[config.mk]
export PLATFORM = sky130hd
export DESIGN_NAME = led_id_indicator
export DESIGN_NICKNAME = d
export VERILOG_FILES = /design/src/rtl/led_id_indicator.sv
export SDC_FILE = /design/constraint.sdc
export NUM_CORES = 1
export LEC_CHECK = 0
export ABC_CLOCK_PERIOD_IN_PS = 2100
export CAP_MARGIN = 20
export CORE_MARGIN = 2
export CORE_UTILIZATION = 52
export DETAILED_ROUTE_END_ITERATION = 10
export GPL_TIMING_DRIVEN = 1
export PLACE_DENSITY = 0.77
export SYNTH_ARGS = -nofsm -noshare
export SYNTH_HDL_FRONTEND = slang
export SYNTH_SLANG_ARGS = --single-unit
[constraint.sdc]
create_clock -name CLK -period 2.1 [get_ports CLK]
set_input_delay 0.21 -clock CLK [delete_from_list [all_inputs] [get_ports CLK]]
set_output_delay 0.21 -clock CLK [all_outputs]
set_load 0.02 [all_outputs]
[src/rtl/led_id_indicator.sv]
// led_id_indicator: board-status LED driver with per-LED PWM level display and a heartbeat.
// Define LED_ID_BLINKCODE_EN to compile in the blink-code mode that flashes the board ID.
module led_id_indicator #(
    parameter int NUM_LED   = 5,
    parameter int PWM_BITS  = 2,
    parameter int ID_BITS   = 4,
    parameter int BEAT_BITS = 23,
    parameter int PWM_SHIFT = 17
) (
    input  logic                        CLK,
    input  logic                        RST,
    input  logic [ID_BITS-1:0]          id_in,
    input  logic [NUM_LED*PWM_BITS-1:0] level_in,
    input  logic                        mode_in,
    output logic [NUM_LED-1:0]          led_out,
    output logic                        beat_out,
    output logic                        code_busy
);

    logic [BEAT_BITS-1:0]        r_cnt;
    logic [NUM_LED*PWM_BITS-1:0] r_level_q;
    logic [NUM_LED-1:0]          r_led;
    logic                        r_beat;

    logic                        w_phase;
    logic [PWM_BITS-1:0]         w_pwm;
    logic [NUM_LED-1:0]          w_display;
    logic                        w_blinkActive;
    logic [NUM_LED-1:0]          w_blinkLed;

    assign w_phase = r_cnt[BEAT_BITS-1];
    assign w_pwm   = r_cnt[PWM_SHIFT +: PWM_BITS];

    always_ff @(posedge CLK) begin
        if (RST) begin
            r_cnt     <= '0;
            r_level_q <= '0;
            r_beat    <= 1'b0;
        end else begin
            r_cnt     <= r_cnt + BEAT_BITS'(1);
            r_level_q <= level_in;
            r_beat    <= w_phase;
        end
    end

    // Each LED is lit for the first level_q[i] PWM slots of the on-half of the heartbeat.
    always_comb begin
        w_display = '0;
        for (int i = 0; i < NUM_LED; i++) begin
            w_display[i] = w_phase & (w_pwm < r_level_q[i*PWM_BITS +: PWM_BITS]);
        end
    end

`ifdef LED_ID_BLINKCODE_EN
    typedef enum logic [1:0] {
        ST_IDLE = 2'd0,
        ST_ON   = 2'd1,
        ST_OFF  = 2'd2,
        ST_GAP  = 2'd3
    } state_t;

    localparam logic [BEAT_BITS-1:0] QUARTER_LAST = {2'b00, {(BEAT_BITS-2){1'b1}}};
    localparam logic [BEAT_BITS-1:0] GAP_LAST     = {BEAT_BITS{1'b1}};

    state_t               r_state;
    state_t               w_nextState;
    logic [BEAT_BITS-1:0] r_tmr;
    logic [BEAT_BITS-1:0] w_nextTmr;
    logic [ID_BITS-1:0]   r_id_q;
    logic [ID_BITS-1:0]   r_rem;
    logic [ID_BITS-1:0]   w_nextRem;
    logic                 r_mode_q;
    logic                 r_busy;

    always_ff @(posedge CLK) begin
        if (RST) begin
            r_state  <= ST_IDLE;
            r_tmr    <= '0;
            r_rem    <= '0;
            r_id_q   <= '0;
            r_mode_q <= 1'b0;
            r_busy   <= 1'b0;
        end else begin
            r_state  <= w_nextState;
            r_tmr    <= w_nextTmr;
            r_rem    <= w_nextRem;
            r_id_q   <= id_in;
            r_mode_q <= mode_in;
            r_busy   <= (w_nextState != ST_IDLE);
        end
    end

    // The ID is sampled only in IDLE, so a code in flight always finishes with its original count.
    always_comb begin
        w_nextState = r_state;
        w_nextTmr   = r_tmr + BEAT_BITS'(1);
        w_nextRem   = r_rem;
        case (r_state)
            ST_IDLE: begin
                w_nextTmr = '0;
                if (r_mode_q) begin
                    w_nextRem   = r_id_q;
                    w_nextState = (r_id_q != '0) ? ST_ON : ST_GAP;
                end
            end
            ST_ON: begin
                if (r_tmr == QUARTER_LAST) begin
                    w_nextTmr   = '0;
                    w_nextState = ST_OFF;
                end
            end
            ST_OFF: begin
                if (r_tmr == QUARTER_LAST) begin
                    w_nextTmr   = '0;
                    w_nextRem   = r_rem - ID_BITS'(1);
                    w_nextState = (r_rem == ID_BITS'(1)) ? ST_GAP : ST_ON;
                end
            end
            ST_GAP: begin
                if (r_tmr == GAP_LAST) begin
                    w_nextTmr   = '0;
                    w_nextState = ST_IDLE;
                end
            end
            default: begin
                w_nextTmr   = '0;
                w_nextState = ST_IDLE;
            end
        endcase
        if ((r_state != ST_IDLE) && !r_mode_q) begin
            w_nextTmr   = '0;
            w_nextState = ST_IDLE;
        end
    end

    assign w_blinkActive = r_mode_q;
    assign w_blinkLed    = {NUM_LED{r_state == ST_ON}};
    assign code_busy     = r_busy;
`else
    logic w_unused;

    assign w_unused      = ^{id_in, mode_in};
    assign w_blinkActive = 1'b0;
    assign w_blinkLed    = '0;
    assign code_busy     = 1'b0;
`endif

    always_ff @(posedge CLK) begin
        if (RST) begin
            r_led <= '0;
        end else if (w_blinkActive) begin
            r_led <= w_blinkLed;
        end else begin
            r_led <= w_display;
        end
    end

    assign led_out  = r_led;
    assign beat_out = r_beat;

endmodule

**Selected gate families**

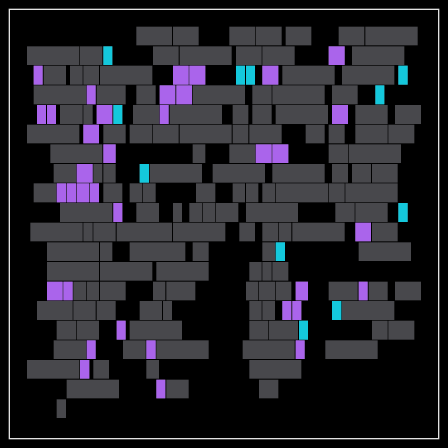
Key: cyan = inverters [cells 11]; purple = NOR gates [cells 36, where all over the die]
final instance count without filler cells: 222
combinational share of cell area: 40.2%
most instantiated logic cell after routing: dfxtp_1

**Wire density map**

The die is cut into 12 by 12 equal tiles; white is low, dark blue is high, scaled to the fullest tile. Values are wire area over tile area, all layers added.
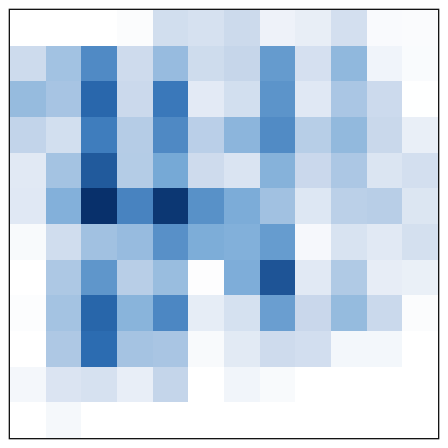
The mean over all tiles is 0.12. The fullest tile reaches 0.47. The emptiest ninth of the die: south-east. 15% of the tiles are over half the peak. 19% of the tiles are nearly empty. The densest ninth of the die: centre.
DRT Wirelength: 2750 um
routed length per instance: 12.4 um
vias post-DR: 1188
all-layer global routing usage: 17.9%

==> run_summary.xml <==
<?xml version="1.0" encoding="UTF-8"?>
<metrics>
  <group name="cells_and_area">
    <metric name="fraction_of_final_layout_cells_sized_beyond_drive_strength_1" unit="%">10.1</metric>
    <metric name="syn2layout_area_growth" unit="%">16.9</metric>
    <metric name="fill_cells" unit="">251</metric>
    <metric name="design.final.nets" unit="">211</metric>
  </group>
  <group name="synthesis">
    <metric name="post_synth.cell_area_avg" unit="sq um">9.49</metric>
    <metric name="ys_ff" unit="">39</metric>
    <metric name="top_area_share" unit="%">49.0</metric>
    <metric name="synth.yosys.num_cells" unit="">168</metric>
    <metric name="synth_dominant_cell_count" unit="">dfxtp_1</metric>
    <metric name="area_leaders" unit="">dfxtp_1 49%, ha_1 4.7%, nor2_1 4.5%, xnor2_1 4.4%, nor2b_1 4.3%</metric>
    <metric name="synth-edff-count" unit="">0</metric>
  </group>
  <group name="placed_design">
    <metric name="numPortBuffers" unit="">17</metric>
  </group>
  <group name="worst_setup_path">
    <metric name="cp.required" unit="ns">2.35</metric>
    <metric name="critical_path.reg2reg.startpoint" unit="">r_cnt[0]</metric>
    <metric name="crit_chain" unit="">ha_1 -&gt; and3_2 -&gt; nand4_4 -&gt; nor3_1 -&gt; mux2_2</metric>
    <metric name="worst_setup_path_endpoint" unit="">r_cnt[22]</metric>
    <metric name="critical_path.max_fanout" unit="">8</metric>
    <metric name="r2r_slack" unit="ns">0.40</metric>
    <metric name="endpoint_kind" unit="">flop</metric>
    <metric name="rr_endpoint" unit="">r_cnt[22]</metric>
    <metric name="timing.setup.critical_path_class" unit="">flop to flop</metric>
  </group>
  <group name="cts">
    <metric name="cts_tree" unit="">built</metric>
    <metric name="clk_ins_delay_skew_pair" unit="ns">0.34</metric>
    <metric name="clk_root_buffer_cell" unit="">clkbuf_4</metric>
    <metric name="cts_hold_repair.buffers" unit="">0</metric>
    <metric name="cts-buffers-inserted" unit="">5</metric>
    <metric name="post-cts-setup-buffer-count" unit="">0</metric>
    <metric name="cts_max_level" unit="">2</metric>
  </group>
  <group name="outcome">
    <metric name="outcome" unit="">finished clean</metric>
  </group>
  <group name="run">
    <metric name="max-cap-violations" unit="">0</metric>
  </group>
  <group name="detailed_routing">
    <metric name="drc" unit="">0</metric>
    <metric name="antenna_left" unit="">0</metric>
    <metric name="met3_wirelength" unit="um">102</metric>
    <metric name="detailroute.wirelength.met2" unit="um">1460</metric>
    <metric name="iteration_tally_of_the_first_detailed_router_pass" unit="">4</metric>
    <metric name="viasPerCell" unit="">5.35</metric>
  </group>
  <group name="floorplan">
    <metric name="die_h" unit="um">59.4</metric>
    <metric name="chip_area" unit="sq um">3520</metric>
    <metric name="coreArea" unit="sq um">2980</metric>
    <metric name="floorplan.rows" unit="">20</metric>
  </group>
  <group name="global_routing">
    <metric name="grt_pass1_vias" unit="">1111</metric>
    <metric name="antenna_found_initial" unit="">0</metric>
    <metric name="grt_start_max_net_pins" unit="">35</metric>
  </group>
  <group name="pwr">
    <metric name="worst_vdd_ir" unit="mV">0.606</metric>
    <metric name="power_density" unit="nW/um^2">674</metric>
  </group>
  <group name="sta">
    <metric name="final-max-slew-violation-count" unit="">0</metric>
    <metric name="post-route-period-util" unit="%">80.9</metric>
    <metric name="setup_slack" unit="ns">0.402</metric>
  </group>
  <group name="min_path">
    <metric name="min_from" unit="">level_in[9]</metric>
  </group>
</metrics>
**Clock routing**

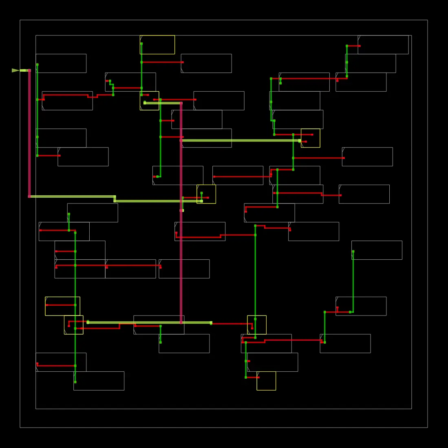
final clock skew: 0.00166 ns
reported clock group power: 439 uW
count of clock buffers in the final design: 7
flip-flop and latch count: 39

**Ports around the boundary**

Scale bar: 20 um. Pins as bars across the die edge, other pins in grey.
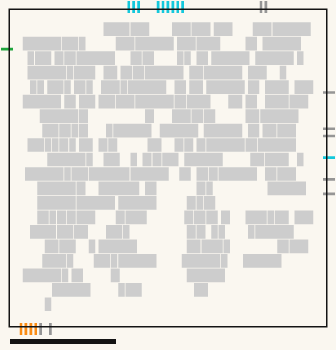
Key: cyan = level_in [pins 10, direction input, edge 9 north, 1 east]; orange = id_in [pins 4, direction input, edge south]; green = CLK [pins 1, direction input, edge west]
All pins by edge: 11 north, 6 east, 6 south, 1 west.

-- state kept, by name, summed over array words and instances, names as in the netlist --
register	count
r_cnt	23
r_level_q	10
led_out	5
beat_out	1
-- worst max-delay path: cells and delay by family (launching register included) --
| kind | cells | cell delay [ns] |
|---|---|---|
| flops | 1 | 0.41 |
| simple gates | 3 | 0.61 |
| fa+ha+maj | 1 | 0.22 |
| mux | 1 | 0.36 |
-- worst min-delay path by stage --
stage | endpoint | slack [ns] | depth (start not counted)
after global routing | r_level_q[0] | 0.39 | 2
after CTS | r_level_q[2] | 0.39 | 2
final | r_level_q[9] | 0.41 | 2
after detailed placement | led_out[1] | 0.45 | 2
after global placement | led_out[3] | 0.45 | 2
after floorplan | r_level_q[0] | 0.34 | 1
-- cells by family after synthesis --
kind of cell | synth area share (%)
and+or+nand+nor | 27.1
DFF | 49.0
other | 0.235
muxes | 1.41
AOI/OAI and AO/OA | 6.99
buffers and inverters | 4.00
adders and majority gates | 4.71
xor gates and xnor gates | 6.59
-- cell type report --
cell class	instances	area share, %
clock buffers	7	3.49
clock inverters	1	0.403
inverters	11	2.22
multi-input cells	113	40.2
flip-flops and latches	39	41.9
well taps	33	2.22
repair buffers	18	9.54
-- where the power goes --
group	internal, uW	switching (uW)
logic	32.2	22.8
registers	754	7.99
clock network	196	243
total	982	274
-- per-stage QoR --
stage	power [uW]	cell area, sq um
global route	1310	1860
CTS	1270	1860
global placement	832	1790
detailed placement	836	1790
finish	1260	1860
floorplan	809	1590
-- routing by layer --
metal  track usage [%]  up-vias
met3              6.55        6
met2              31.9       20
met1              19.2      556
met5                 0        -
li1                  -      606
met4              6.82        0
-- placed cells by master (no fill, tap or decap), types with 6 or more instances in the layout --
| cell | instances |
|---|---|
| a21oi_1 | 7 |
| clkdlybuf4s50_1 | 17 |
| dfxtp_1 | 39 |
| ha_1 | 6 |
| inv_1 | 11 |
| nand2_1 | 6 |
| nand2b_1 | 6 |
| nand3_1 | 8 |
| nor2_1 | 19 |
| nor2b_1 | 11 |
| o21ai_0 | 6 |
| xnor2_1 | 8 |
Power is estimated from default activity; no workload was simulated.
